**Where the registers sit**

Other sequential cells in the stronger gray, the rest of the logic in the fainter gray.
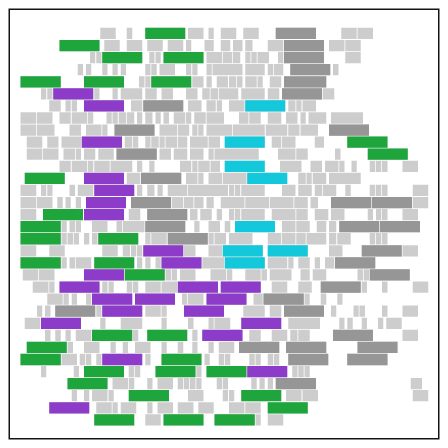
**Clock wires, drivers and flops**

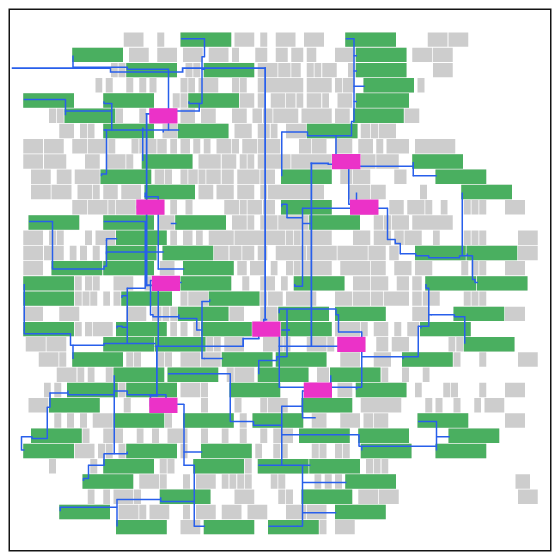
**Placement view**

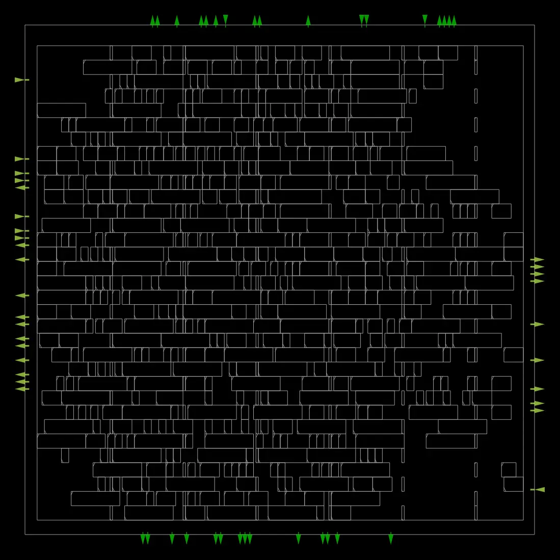
**Metal 4**

Scale bar: 20 um. Supply wires on this layer in gray.
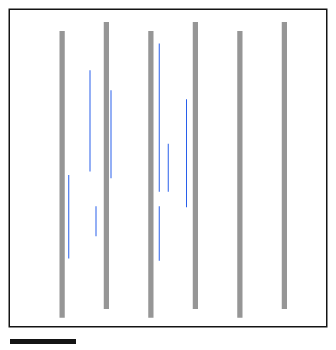
**Wiring heat map**

Scale bar: 20 um. The die is cut into 19 by 19 equal tiles; dark purple is low, yellow is high, scaled to the fullest tile. Values are wire area over tile area, all layers added.
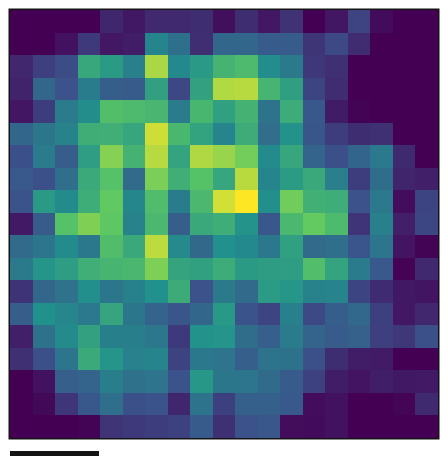
<file path="src/rtl/imem_loader_pkg.sv">
// Shared state encoding and framing constants for the instruction-memory boot loader.
package imem_loader_pkg;

  typedef enum logic [2:0] {
    IDLE   = 3'd0,
    LEN_LO = 3'd1,
    LEN_HI = 3'd2,
    DATA   = 3'd3,
    CHK    = 3'd4,
    DONE   = 3'd5,
    ERR    = 3'd6
  } load_state_e;

  localparam int LEN_BYTES      = 2;
  localparam int BYTES_PER_WORD = 4;
  localparam int BYTE_W         = 8;
  localparam int WORD_W         = BYTES_PER_WORD * BYTE_W;

  // States in which the loader owns the byte stream.
  function automatic logic is_busy_state(input load_state_e s);
    return (s == LEN_LO) || (s == LEN_HI) || (s == DATA) || (s == CHK);
  endfunction

endpackage

</file>
<file path="src/rtl/imem_word_assembler.sv">
// Little-endian byte-to-word assembler: first byte of a word lands in bits [7:0].
module imem_word_assembler
  import imem_loader_pkg::*;
(
  input  logic              clk,
  input  logic              rst_n,
  input  logic              clr,
  input  logic              byte_valid,
  input  logic [BYTE_W-1:0] byte_in,
  output logic              word_ready,
  output logic [WORD_W-1:0] word
);

  localparam int SH_W = WORD_W - BYTE_W;

  logic [SH_W-1:0] shift_q, shift_d;
  logic [1:0]      cnt_q, cnt_d;

  // Only the first three bytes are stored; the fourth is taken straight from the input.
  always_comb begin
    shift_d = shift_q;
    cnt_d   = cnt_q;
    if (clr) begin
      shift_d = {SH_W{1'b0}};
      cnt_d   = 2'd0;
    end else if (byte_valid) begin
      shift_d = {byte_in, shift_q[SH_W-1:BYTE_W]};
      cnt_d   = cnt_q + 2'd1;
    end else begin
      shift_d = shift_q;
      cnt_d   = cnt_q;
    end
  end

  always_ff @(posedge clk or negedge rst_n) begin
    if (!rst_n) begin
      shift_q <= {SH_W{1'b0}};
      cnt_q   <= 2'd0;
    end else begin
      shift_q <= shift_d;
      cnt_q   <= cnt_d;
    end
  end

  assign word_ready = byte_valid && (cnt_q == 2'(BYTES_PER_WORD - 1));
  assign word       = {byte_in, shift_q};

endmodule

</file>
<file path="src/rtl/imem_boot_loader.sv">
// Loads a length-prefixed byte image into instruction memory and releases the core when complete.
// Optional trailing XOR checksum byte enabled by defining CHECKSUM_EN.
module imem_boot_loader
  import imem_loader_pkg::*;
#(
  parameter int ADDR_W    = 10,
  parameter int DATA_W    = 32,
  parameter int MAX_WORDS = 2**(ADDR_W-2)
) (
  input  logic              clk,
  input  logic              rst_n,
  input  logic              start,
  input  logic [7:0]        rx_data,
  input  logic              rx_valid,
  output logic              rx_ready,
  output logic              imem_we,
  output logic [ADDR_W-1:0] imem_a,
  output logic [DATA_W-1:0] imem_wd,
  output logic              cpu_rst_n,
  output logic              busy,
  output logic              done,
  output logic              err
);

  localparam int IW = ADDR_W - 2;

  load_state_e       state_q, state_d;
  logic [7:0]        len_lo_q, len_lo_d;
  logic [IW-1:0]     last_q, last_d;
  logic [IW-1:0]     idx_q, idx_d;
  logic              we_q, we_d;
  logic [ADDR_W-1:0] a_q, a_d;
  logic [DATA_W-1:0] wd_q, wd_d;
  logic              busy_q, busy_d;
  logic              done_q, done_d;
  logic              err_q, err_d;
  logic              rel_q, rel_d;

  logic              start_s, rx_fire_s, data_fire_s, word_ready_s;
  logic [DATA_W-1:0] word_s;
  logic [15:0]       n_s;

  assign start_s     = start && ((state_q == IDLE) || (state_q == DONE) || (state_q == ERR));
  assign rx_fire_s   = rx_valid && busy_q;
  assign data_fire_s = rx_fire_s && (state_q == DATA);
  assign n_s         = {rx_data, len_lo_q};

  imem_word_assembler u_asm (
    .clk        (clk),
    .rst_n      (rst_n),
    .clr        (start_s),
    .byte_valid (data_fire_s),
    .byte_in    (rx_data),
    .word_ready (word_ready_s),
    .word       (word_s)
  );

`ifdef CHECKSUM_EN
  logic [7:0] chk_q, chk_d;

  // Running XOR over header and payload; the checksum byte itself is excluded.
  always_comb begin
    chk_d = chk_q;
    if (start_s) begin
      chk_d = 8'h00;
    end else if (rx_fire_s && (state_q != CHK)) begin
      chk_d = chk_q ^ rx_data;
    end else begin
      chk_d = chk_q;
    end
  end

  always_ff @(posedge clk or negedge rst_n) begin
    if (!rst_n) chk_q <= 8'h00;
    else        chk_q <= chk_d;
  end
`endif

  // Next-state, counters and write register.
  always_comb begin
    state_d  = state_q;
    len_lo_d = len_lo_q;
    last_d   = last_q;
    idx_d    = idx_q;
    we_d     = 1'b0;
    a_d      = a_q;
    wd_d     = wd_q;
    case (state_q)
      IDLE, DONE, ERR: begin
        if (start_s) begin
          state_d  = LEN_LO;
          len_lo_d = 8'h00;
          last_d   = {IW{1'b0}};
          idx_d    = {IW{1'b0}};
        end else begin
          state_d = state_q;
        end
      end
      LEN_LO: begin
        if (rx_fire_s) begin
          len_lo_d = rx_data;
          state_d  = LEN_HI;
        end else begin
          state_d = LEN_LO;
        end
      end
      LEN_HI: begin
        if (rx_fire_s) begin
          if (n_s == 16'd0) begin
`ifdef CHECKSUM_EN
            state_d = CHK;
`else
            state_d = DONE;
`endif
          end else if ({16'd0, n_s} > 32'(MAX_WORDS)) begin
            state_d = ERR;
          end else begin
            last_d  = IW'(n_s - 16'd1);
            state_d = DATA;
          end
        end else begin
          state_d = LEN_HI;
        end
      end
      DATA: begin
        if (word_ready_s) begin
          we_d  = 1'b1;
          a_d   = {idx_q, 2'b00};
          wd_d  = word_s;
          idx_d = idx_q + IW'(1);
          if (idx_q == last_q) begin
`ifdef CHECKSUM_EN
            state_d = CHK;
`else
            state_d = DONE;
`endif
          end else begin
            state_d = DATA;
          end
        end else begin
          state_d = DATA;
        end
      end
`ifdef CHECKSUM_EN
      CHK: begin
        if (rx_fire_s) begin
          state_d = (rx_data == chk_q) ? DONE : ERR;
        end else begin
          state_d = CHK;
        end
      end
`endif
      default: state_d = IDLE;
    endcase
  end

  // Status outputs are decoded from the next state so they are flop outputs.
  always_comb begin
    busy_d = is_busy_state(state_d);
    done_d = (state_d == DONE);
    err_d  = (state_d == ERR);
    rel_d  = (state_d == DONE);
  end

  always_ff @(posedge clk or negedge rst_n) begin
    if (!rst_n) begin
      state_q  <= IDLE;
      len_lo_q <= 8'h00;
      last_q   <= {IW{1'b0}};
      idx_q    <= {IW{1'b0}};
      we_q     <= 1'b0;
      a_q      <= {ADDR_W{1'b0}};
      wd_q     <= {DATA_W{1'b0}};
      busy_q   <= 1'b0;
      done_q   <= 1'b0;
      err_q    <= 1'b0;
      rel_q    <= 1'b0;
    end else begin
      state_q  <= state_d;
      len_lo_q <= len_lo_d;
      last_q   <= last_d;
      idx_q    <= idx_d;
      we_q     <= we_d;
      a_q      <= a_d;
      wd_q     <= wd_d;
      busy_q   <= busy_d;
      done_q   <= done_d;
      err_q    <= err_d;
      rel_q    <= rel_d;
    end
  end

  assign rx_ready  = busy_q;
  assign busy      = busy_q;
  assign done      = done_q;
  assign err       = err_q;
  assign cpu_rst_n = rel_q;
  assign imem_we   = we_q;
  assign imem_a    = a_q;
  assign imem_wd   = wd_q;

endmodule

</file>
<file path="config.mk">
export PLATFORM = sky130hd
export DESIGN_NAME = imem_boot_loader
export DESIGN_NICKNAME = d
export VERILOG_FILES = /design/src/rtl/imem_loader_pkg.sv /design/src/rtl/imem_word_assembler.sv /design/src/rtl/imem_boot_loader.sv
export SDC_FILE = /design/constraint.sdc
export NUM_CORES = 1
export LEC_CHECK = 0
export ABC_AREA = 0
export CAP_MARGIN = 20
export CORE_MARGIN = 2
export CORE_UTILIZATION = 51
export CTS_BUF_LIST = sky130_fd_sc_hd__clkbuf_4 sky130_fd_sc_hd__clkbuf_8
export CTS_CLUSTER_DIAMETER = 120
export DETAILED_ROUTE_END_ITERATION = 10
export PLACE_DENSITY = 0.78
export SYNTH_ARGS = -nofsm -noshare
export SYNTH_HDL_FRONTEND = slang
export SYNTH_HIERARCHICAL = 1
export SYNTH_SLANG_ARGS = --single-unit
export TNS_END_PERCENT = 30
</file>
<file path="constraint.sdc">
create_clock -name clk -period 2.32 [get_ports clk]
set_clock_uncertainty 0.2 [all_clocks]
set_input_delay 0.464 -clock clk [delete_from_list [all_inputs] [get_ports clk]]
set_output_delay 0.464 -clock clk [all_outputs]
set_load 0.05 [all_outputs]
</file>
==> out/summary.log <==
INFO  outcome        run_status=finished, violations left
INFO  outcome        failing_checks=setup timing
INFO  route          viasPerCell=5.22
INFO  sta            grt_setup_unrepaired=true
INFO  cells_and_area ratio_of_cells_with_drive_above_1_in_the_final_layout=0.161
INFO  logic_synthesis synth_flops=97
INFO  hold_path      hold_path_startpoint=imem_a[7]$_DFFE_PN0P_
INFO  grt            antenna_found_initial=0
INFO  sta            layout_setup_ws=-0.0535ns
INFO  sta            slew_viol_final=0
INFO  cells_and_area post_layout_utilization_of_the_core=0.663
INFO  placement      post-dp-hpwl=6400um
INFO  floorplanning  die_height=96.4um
INFO  cts            h-tree-depth=3
INFO  logic_synthesis synth-main-ff-cell=dfrtp_1
INFO  cells_and_area flow.area_growth_from_synthesis=25.7%
INFO  sta            finalSetupViolations=8
INFO  cts            clock_tree.buffer_depth=2
INFO  cells_and_area post_layout_nets=533
INFO  cells_and_area design_area=0.00548sqmm
## Picture notes: 'where the registers sit'
legend:
  `imem_wd`:
    color: green
    placed_flops: 32
  `u_asm/shift_q`:
    color: purple
    placed_flops: 24
  `last_q`:
    color: cyan
    placed_flops: 8
    where: middle
Seq area share: 0.443
total sequential power: 2.33 mW

## Picture notes: 'clock wires, drivers and flops'
legend:
  clock-net drivers:
    color: magenta
    count: 9
  clock wires:
    color: blue
    length: 1050 um
  flip-flops:
    color: green
    count: 97
routed clock nets: 10
flops lie: spread over the die

## Picture notes: 'placement view'
tally of non-filler cells in the final layout: 627
count of filler cells inserted in the layout: 659

## Picture notes: 'metal 4'
share of all routed wire: 2.1%
nets with wire on the layer: 6
main direction: vertical
count of vias placed by the detailed router: 3273
aggregate routed wire length: 9570 um

## Picture notes: 'wiring heat map'
nearly empty tiles: 12%
emptiest ninth of the die: top right
fullest tile: 0.48
densest ninth of the die: middle
tiles over half the peak: 26%

[final cells by class]
class	instances	area, sq um	share of cell area
clock buffer	10	131	0.0240
clock inverter	6	48.8	0.00891
inverter	5	21.3	0.00388
multi-input combinational	310	1820	0.332
sequential	97	2430	0.443
tap	105	131	0.0240
timing repair buffer	94	898	0.164
[cells by family after synthesis]
logic type	synth area share
xor+xnor	0.0402
fa+ha+maj	0.0115
simple gates	0.220
other cells	0.000861
mux	0.0804
compound gates	0.0382
flops	0.557
buf+inv	0.0511
[worst max path at each step]
stage | depth (start not counted) | from | endpoint
floorplan | 6 | len_lo_q[0]$_DFFE_PN0P_ | last_q[0]$_DFFE_PN0P_
global placement | 8 | rx_data[1] | cpu_rst_n$_DFF_PN0_
detailed placement | 7 | rx_data[1] | state_q[1]$_DFF_PN0_
CTS | 7 | len_lo_q[0]$_DFFE_PN0P_ | last_q[6]$_DFFE_PN0P_
global route | 7 | len_lo_q[1]$_DFFE_PN0P_ | last_q[6]$_DFFE_PN0P_
finish | 7 | len_lo_q[1]$_DFFE_PN0P_ | last_q[3]$_DFFE_PN0P_
[worst max-delay path: stages (launching register included)]
cell	delay (ns)
dfrtp_1	0.41
inv_2	0.09
ha_4	0.12
or3b_4	0.37
or3_4	0.36
a41oi_4	0.24
buf_12	0.16
mux2_4	0.30
[layer usage]
metal / vias to the layer above / share of wire / wire, um / track usage
li1: 1564 / - / - / -
met1: 1629 / 0.43 / 4140 / 0.297
met2: 63 / 0.51 / 4920 / 0.370
met3: 17 / 0.032 / 306 / 0.0310
met4: 0 / 0.021 / 199 / 0.0998
met5: - / 0 / 0 / 0
[power breakdown]
part           switching, mW  internal, mW  leakage [nW]
Sequential             0.287          2.04          1.32
Combinational           1.26         0.978          1.27
Clock                  0.602         0.415        0.0886
Total                   2.15          3.44          2.68
[sequential cells by signal (all words and copies together) (netlist names), 2 cells and up]
name	count
idx_q	8
u_asm/shift_q	24
u_asm/cnt_q	2
imem_wd	32
imem_a	8
state_q	3
last_q	8
len_lo_q	8
[Yosys cell counts, types with 2 or more instances]
cell type,n,share of area
buf_12,2,0.0092
ha_1,4,0.011
mux2_2,8,0.021
xnor2_1,12,0.024
nand3b_1,2,0.0034
nor3_1,4,0.0046
dfrtp_1,97,0.56
a21oi_1,3,0.0034
nand2b_1,5,0.0072
nor2_1,50,0.043
o21ai_0,9,0.010
nand2_1,142,0.12
nor2b_1,2,0.0029
nand4_1,3,0.0043
buf_4,12,0.021
buf_2,2,0.0023
mux2i_1,26,0.060
o31ai_1,3,0.0052
clkbuf_1,13,0.011
inv_1,4,0.0034
nand3_1,4,0.0046
or3_1,2,0.0029
xor2_1,8,0.016
[metrics by stage]
step                      hold WS (ns)  instances
after CTS                        0.285        626
after global placement           0.189        607
after global routing             0.298        627
final                            0.279        627
after floorplan                -0.0316        443
after detailed placement         0.188        607
[what timing repair did]
action / 4_1_cts / 5_1_grt
buffers inserted: 2 / 1
endpoints found under the hold margin: 24 / 0
hold buffers: 1 / 0
pin swaps: 2 / 2
setup endpoints to repair: 12 / 13
gates cloned: 0 / 0
gates resized: 6 / 14
Power figures rest on the tool's default switching activity, not on a simulated workload.
